===== src/rtl/seg7_count_checker_pkg.sv =====
// Shared types and constants for the 7-segment count checker.
// Segment codes are stored active-low {g,f,e,d,c,b,a}.
package seg7_count_checker_pkg;

    typedef enum logic [1:0] {
        ST_HUNT   = 2'b00,
        ST_ACQ    = 2'b01,
        ST_LOCKED = 2'b10,
        ST_UNUSED = 2'b11
    } state_e;

    localparam int ERR_W = 8;

    localparam logic [6:0] SEG_0 = 7'h40;
    localparam logic [6:0] SEG_1 = 7'h79;
    localparam logic [6:0] SEG_2 = 7'h24;
    localparam logic [6:0] SEG_3 = 7'h30;
    localparam logic [6:0] SEG_4 = 7'h19;
    localparam logic [6:0] SEG_5 = 7'h12;
    localparam logic [6:0] SEG_6 = 7'h02;
    localparam logic [6:0] SEG_7 = 7'h78;

    function automatic logic [6:0] seg_code(input logic [2:0] digit);
        logic [6:0] code;
        case (digit)
            3'd0:    code = SEG_0;
            3'd1:    code = SEG_1;
            3'd2:    code = SEG_2;
            3'd3:    code = SEG_3;
            3'd4:    code = SEG_4;
            3'd5:    code = SEG_5;
            3'd6:    code = SEG_6;
            default: code = SEG_7;
        endcase
        return code;
    endfunction

endpackage


===== src/rtl/seg7_count_checker_decode.sv =====
// Combinational 7-segment pattern to {legal, digit}; zero latency, no backpressure.
// SEG7_ACTIVE_HIGH_EN selects active-high segments (inputs inverted before lookup).
module seg7_decode
    import seg7_count_checker_pkg::*;
(
    input  logic [6:0] pattern_i,
    output logic       legal_o,
    output logic [2:0] digit_o
);

    logic [6:0] pat_low;

`ifdef SEG7_ACTIVE_HIGH_EN
    assign pat_low = ~pattern_i;
`else
    assign pat_low = pattern_i;
`endif

    always_comb begin
        legal_o = 1'b0;
        digit_o = 3'd0;
        for (int i = 0; i < 8; i++) begin
            if (pat_low == seg_code(3'(i))) begin
                legal_o = 1'b1;
                digit_o = 3'(i);
            end
        end
    end

endmodule


===== config.mk =====
export PLATFORM = sky130hd
export DESIGN_NAME = seg7_decode
export DESIGN_NICKNAME = d
export VERILOG_FILES = /design/src/rtl/seg7_count_checker_pkg.sv /design/src/rtl/seg7_count_checker_decode.sv
export SDC_FILE = /design/constraint.sdc
export NUM_CORES = 1
export LEC_CHECK = 0
export CORE_AREA = 2 2 39 41
export DETAILED_ROUTE_END_ITERATION = 8
export DIE_AREA = 0 0 41 43
export GPL_TIMING_DRIVEN = 0
export SLEW_MARGIN = 15
export SYNTH_ARGS = -nofsm -noshare
export SYNTH_HDL_FRONTEND = slang
export SYNTH_SLANG_ARGS = --single-unit

===== constraint.sdc =====
create_clock -name vclk -period 1
set_input_delay 0.15 -clock vclk [all_inputs]
set_output_delay 0.15 -clock vclk [all_outputs]
set_load 0.05 [all_outputs]

==> run summary <==
Results of an implementation run.

The run finished, with violations left. The checks that failed: setup timing. The iteration-0 DRC count of the detailed router is 4. Endpoints failing hold in the final report were tallied at 0. The total inserted antenna cells is 0. The count of clock buffers in the final design is 0. In this run the VDD rail shows a maximum IR drop of around 0.00011 V. The cell leakage power is approximately 0.13 nW.

The total area inside the core boundary comes to roughly 1400 um^2. Setup repair after global routing could not meet its margin everywhere. The number of max-slew violations in the final report is 0. The worst setup path is launched from a primary input. In the routed design, unresolved DRC markers number 0. Together, buffers and inverters on the worst path number 2. Yosys stat counts 23 cells in the synthesized netlist.

The cell internal power dissipation is 59.7 uW. The flip-flop and latch area is 0 um^2. The setup TNS after final layout is -1.04 ns. In the final layout, excluding clock buffers the buffer count is 12. The tally of max-capacitance violations is 0. The critical setup path kind is primary input to output pin. The filler cells instantiated in the layout total 158.

The post-route minimum period is between 1 and 1.5 ns. The register area share after synthesis is 0%. The routed wire length is 562 um. The critical path runs through a total of 6 cells. The power dissipated in sequential cells is 0 uW. The via count of the first global-routing pass is ~240. The main area contributors are sky130_fd_sc_hd__nor4_1 (15%), sky130_fd_sc_hd__nor4b_2 (9.1%), sky130_fd_sc_hd__o31ai_2 (7.6%). The total power per unit cell area is between 300 and 400 nW/um^2. The routed design uses 12 um of met3 wire. The worst min-delay path endpoint is digit_o[0].

The placement report lists the number of port buffers as 10. The power drawn by the clock network is 0 uW. The cell area that synthesis handed to floorplanning was between 150 and 200 um^2. Entering global routing, the biggest net connects 10 pins. The number of stages on the worst hold path is 3.

Once routing completed, OpenROAD measured the worst setup slack at -0.335 ns. After layout the clock buffers and inverters come to 0% of cell area. The layout stage reports a final design area of just under 400 um^2. The group drawing the most power is combinational cells. met2 track demand over resource after global routing is roughly 15%.

The wire length on met1 is between 200 and 250 um. Yosys mapped the design onto 19 distinct sky130hd cell types. The first global-routing pass estimated 1.06 mm of wire. STA classifies the critical path endpoint as an output pin. The dominant kind of cell by area is logic gates. Across all stage logs, warnings added up to 36. The routed wirelength normalized by instance count is 11.2 um. The total power after layout is roughly 130 uW.

The multi-input gate area in the final layout is ~240 um^2. The switching portion of total power is between 50% and 60%. The launch point of the critical path was reported as pattern_i[6]. In the final design database the tool counted 43 nets.

The class of the tightest hold or removal check is primary input to output pin. In the final layout, the share of cells above drive strength 1 is 67.6%. The final weighted congestion of routability-driven global placement is approximately 0.70. The highest clock rate is approximately 750 MHz. The clock share of power is 0%. The highest metal layer carrying signal wires in the routed design is met3.

After clock tree synthesis, the flow added hold-fix buffers numbering 0. The Yosys warning count is 0. Per the post-synthesis report, the number of cells in the design is 23. OpenSTA lists the critical path endpoint as legal_o. The critical path's slowest cell is sky130_fd_sc_hd__nor4b_4.

The buffer share of cell area is about 33%. The routed via count is between 200 and 250. The final layout report lists a non-clock inverter count of 1.

The last timing report of the flow puts the setup violation total at 4. At the placement stage, the worst setup path has a slack of -1.51 ns. In the synthesized netlist, the cells that appear most often are sky130_fd_sc_hd__nor4_1 (4), sky130_fd_sc_hd__a21oi_1 (2).

According to the Yosys statistics, the synthesized design has a chip area of ~170 um^2. The final core area utilization is between 20% and 30%. The pre-antenna-repair detailed-routing pass consisted of 3 iterations. For this run, combinational gates with multiple inputs come to 21. In this run the most critical hold path is launched from pattern_i[2]. Final hold analysis gives a worst-case slack of between 0.7 and 0.8 ns.

By instance count, the leading cell after synthesis is sky130_fd_sc_hd__nor4_1. The data required time of the critical path is 0.85 ns. Traced cell by cell, the critical path runs through buf_8 > nor4b_4 > a31oi_4 > o31ai_4 > nand3b_1 > buf_6. The layout report gives the multi-input gate share of total cell area as 60.8%. After detailed routing, the number of vias per cell comes to approximately 4.7. The horizontal die dimension reported for this design is about 41 um. The non-filler instance count after layout is roughly 50. The number of instances in the placed design is between 40 and 50.

The floorplan utilization is between 10% and 20%.
run 1: kinds of logic (layout without fill, tap and decap cells):
logic type | after synthesis | in the layout | share of synthesized area [%]
AOI/OAI and AO/OA | 6 | 6 | 25.0
and+or+nand+nor | 13 | 13 | 59.1
buffers and inverters | 2 | 13 | 5.30
xor gates and xnor gates | 2 | 2 | 10.6
run 1: placed cells by master (no fill, tap or decap), drive strengths merged:
cell type,n
buf,11
nor4,4
o31ai,2
a21oi,2
inv,1
nor4b,1
and3b,1
and3,1
xor2,1
nand3,1
xnor2,1
nor3,1
a31oi,1
nand4,1
and4,1
nor3b,1
o21ai,1
nand3b,1
clkdlybuf4s15,1
run 1: timing repair:
action | in CTS | in global routing
resized | 64 | 2
buffers inserted | 1 | 0
pin swaps | 5 | 0
setup endpoints to repair | 4 | 4
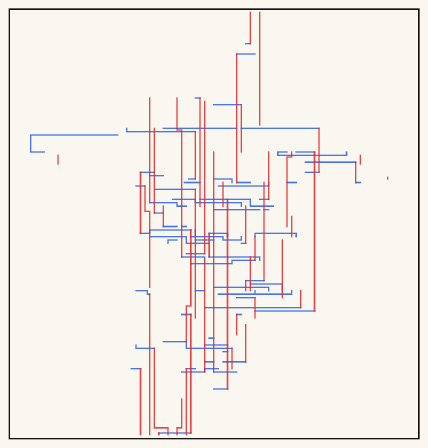
Run 1: wiring by layer
Only two layers are drawn.
[met1] blue | wire length: 221 um
[met2] red | wire length: 329 um

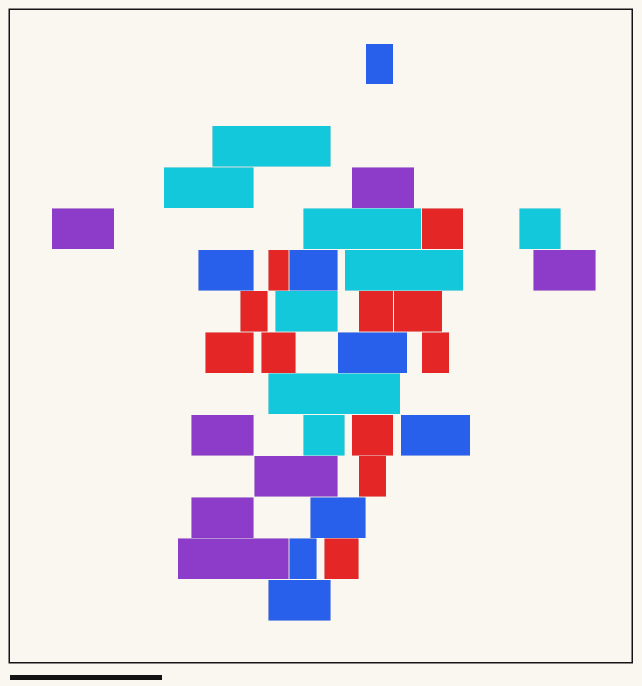
Run 1: sizing map
Scale bar: 10 um.
[drive 2] blue | cells: 8 | share: 24%
[drive 3 to 4] cyan | cells: 8 | share: 24%
[drive 6 and up] purple | cells: 7 | share: 21% | most used: buf_6
[drive 1 or less] red | cells: 11 | share: 32% | most used: nor4_1

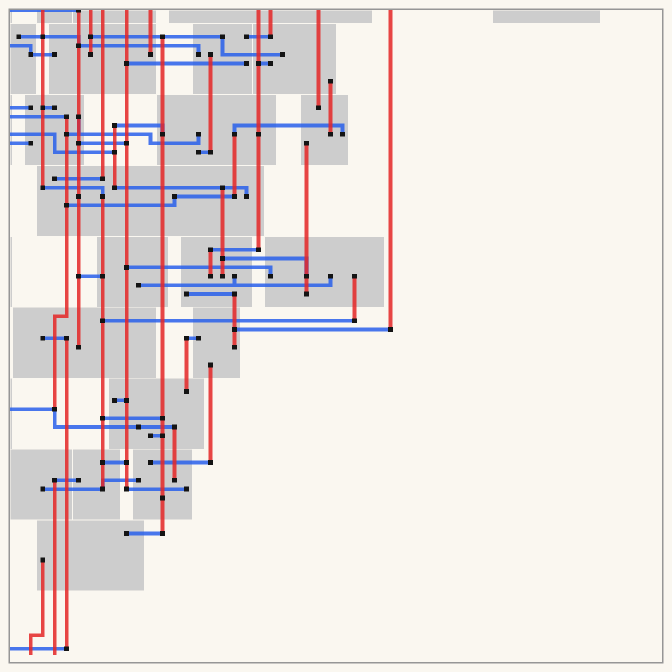
Run 1: a small window of the routed layout
Region (16, 0) to (41, 25) um. Cells in gray, sequential cells in the stronger gray; small squares are vias.
[met2] red
[met1] blue
sequential cells in the window: 0
cells with their middle in the window: 17
most frequent: nor4_2 (2), nor4_1 (2)

Power is estimated from default activity; no workload was simulated.
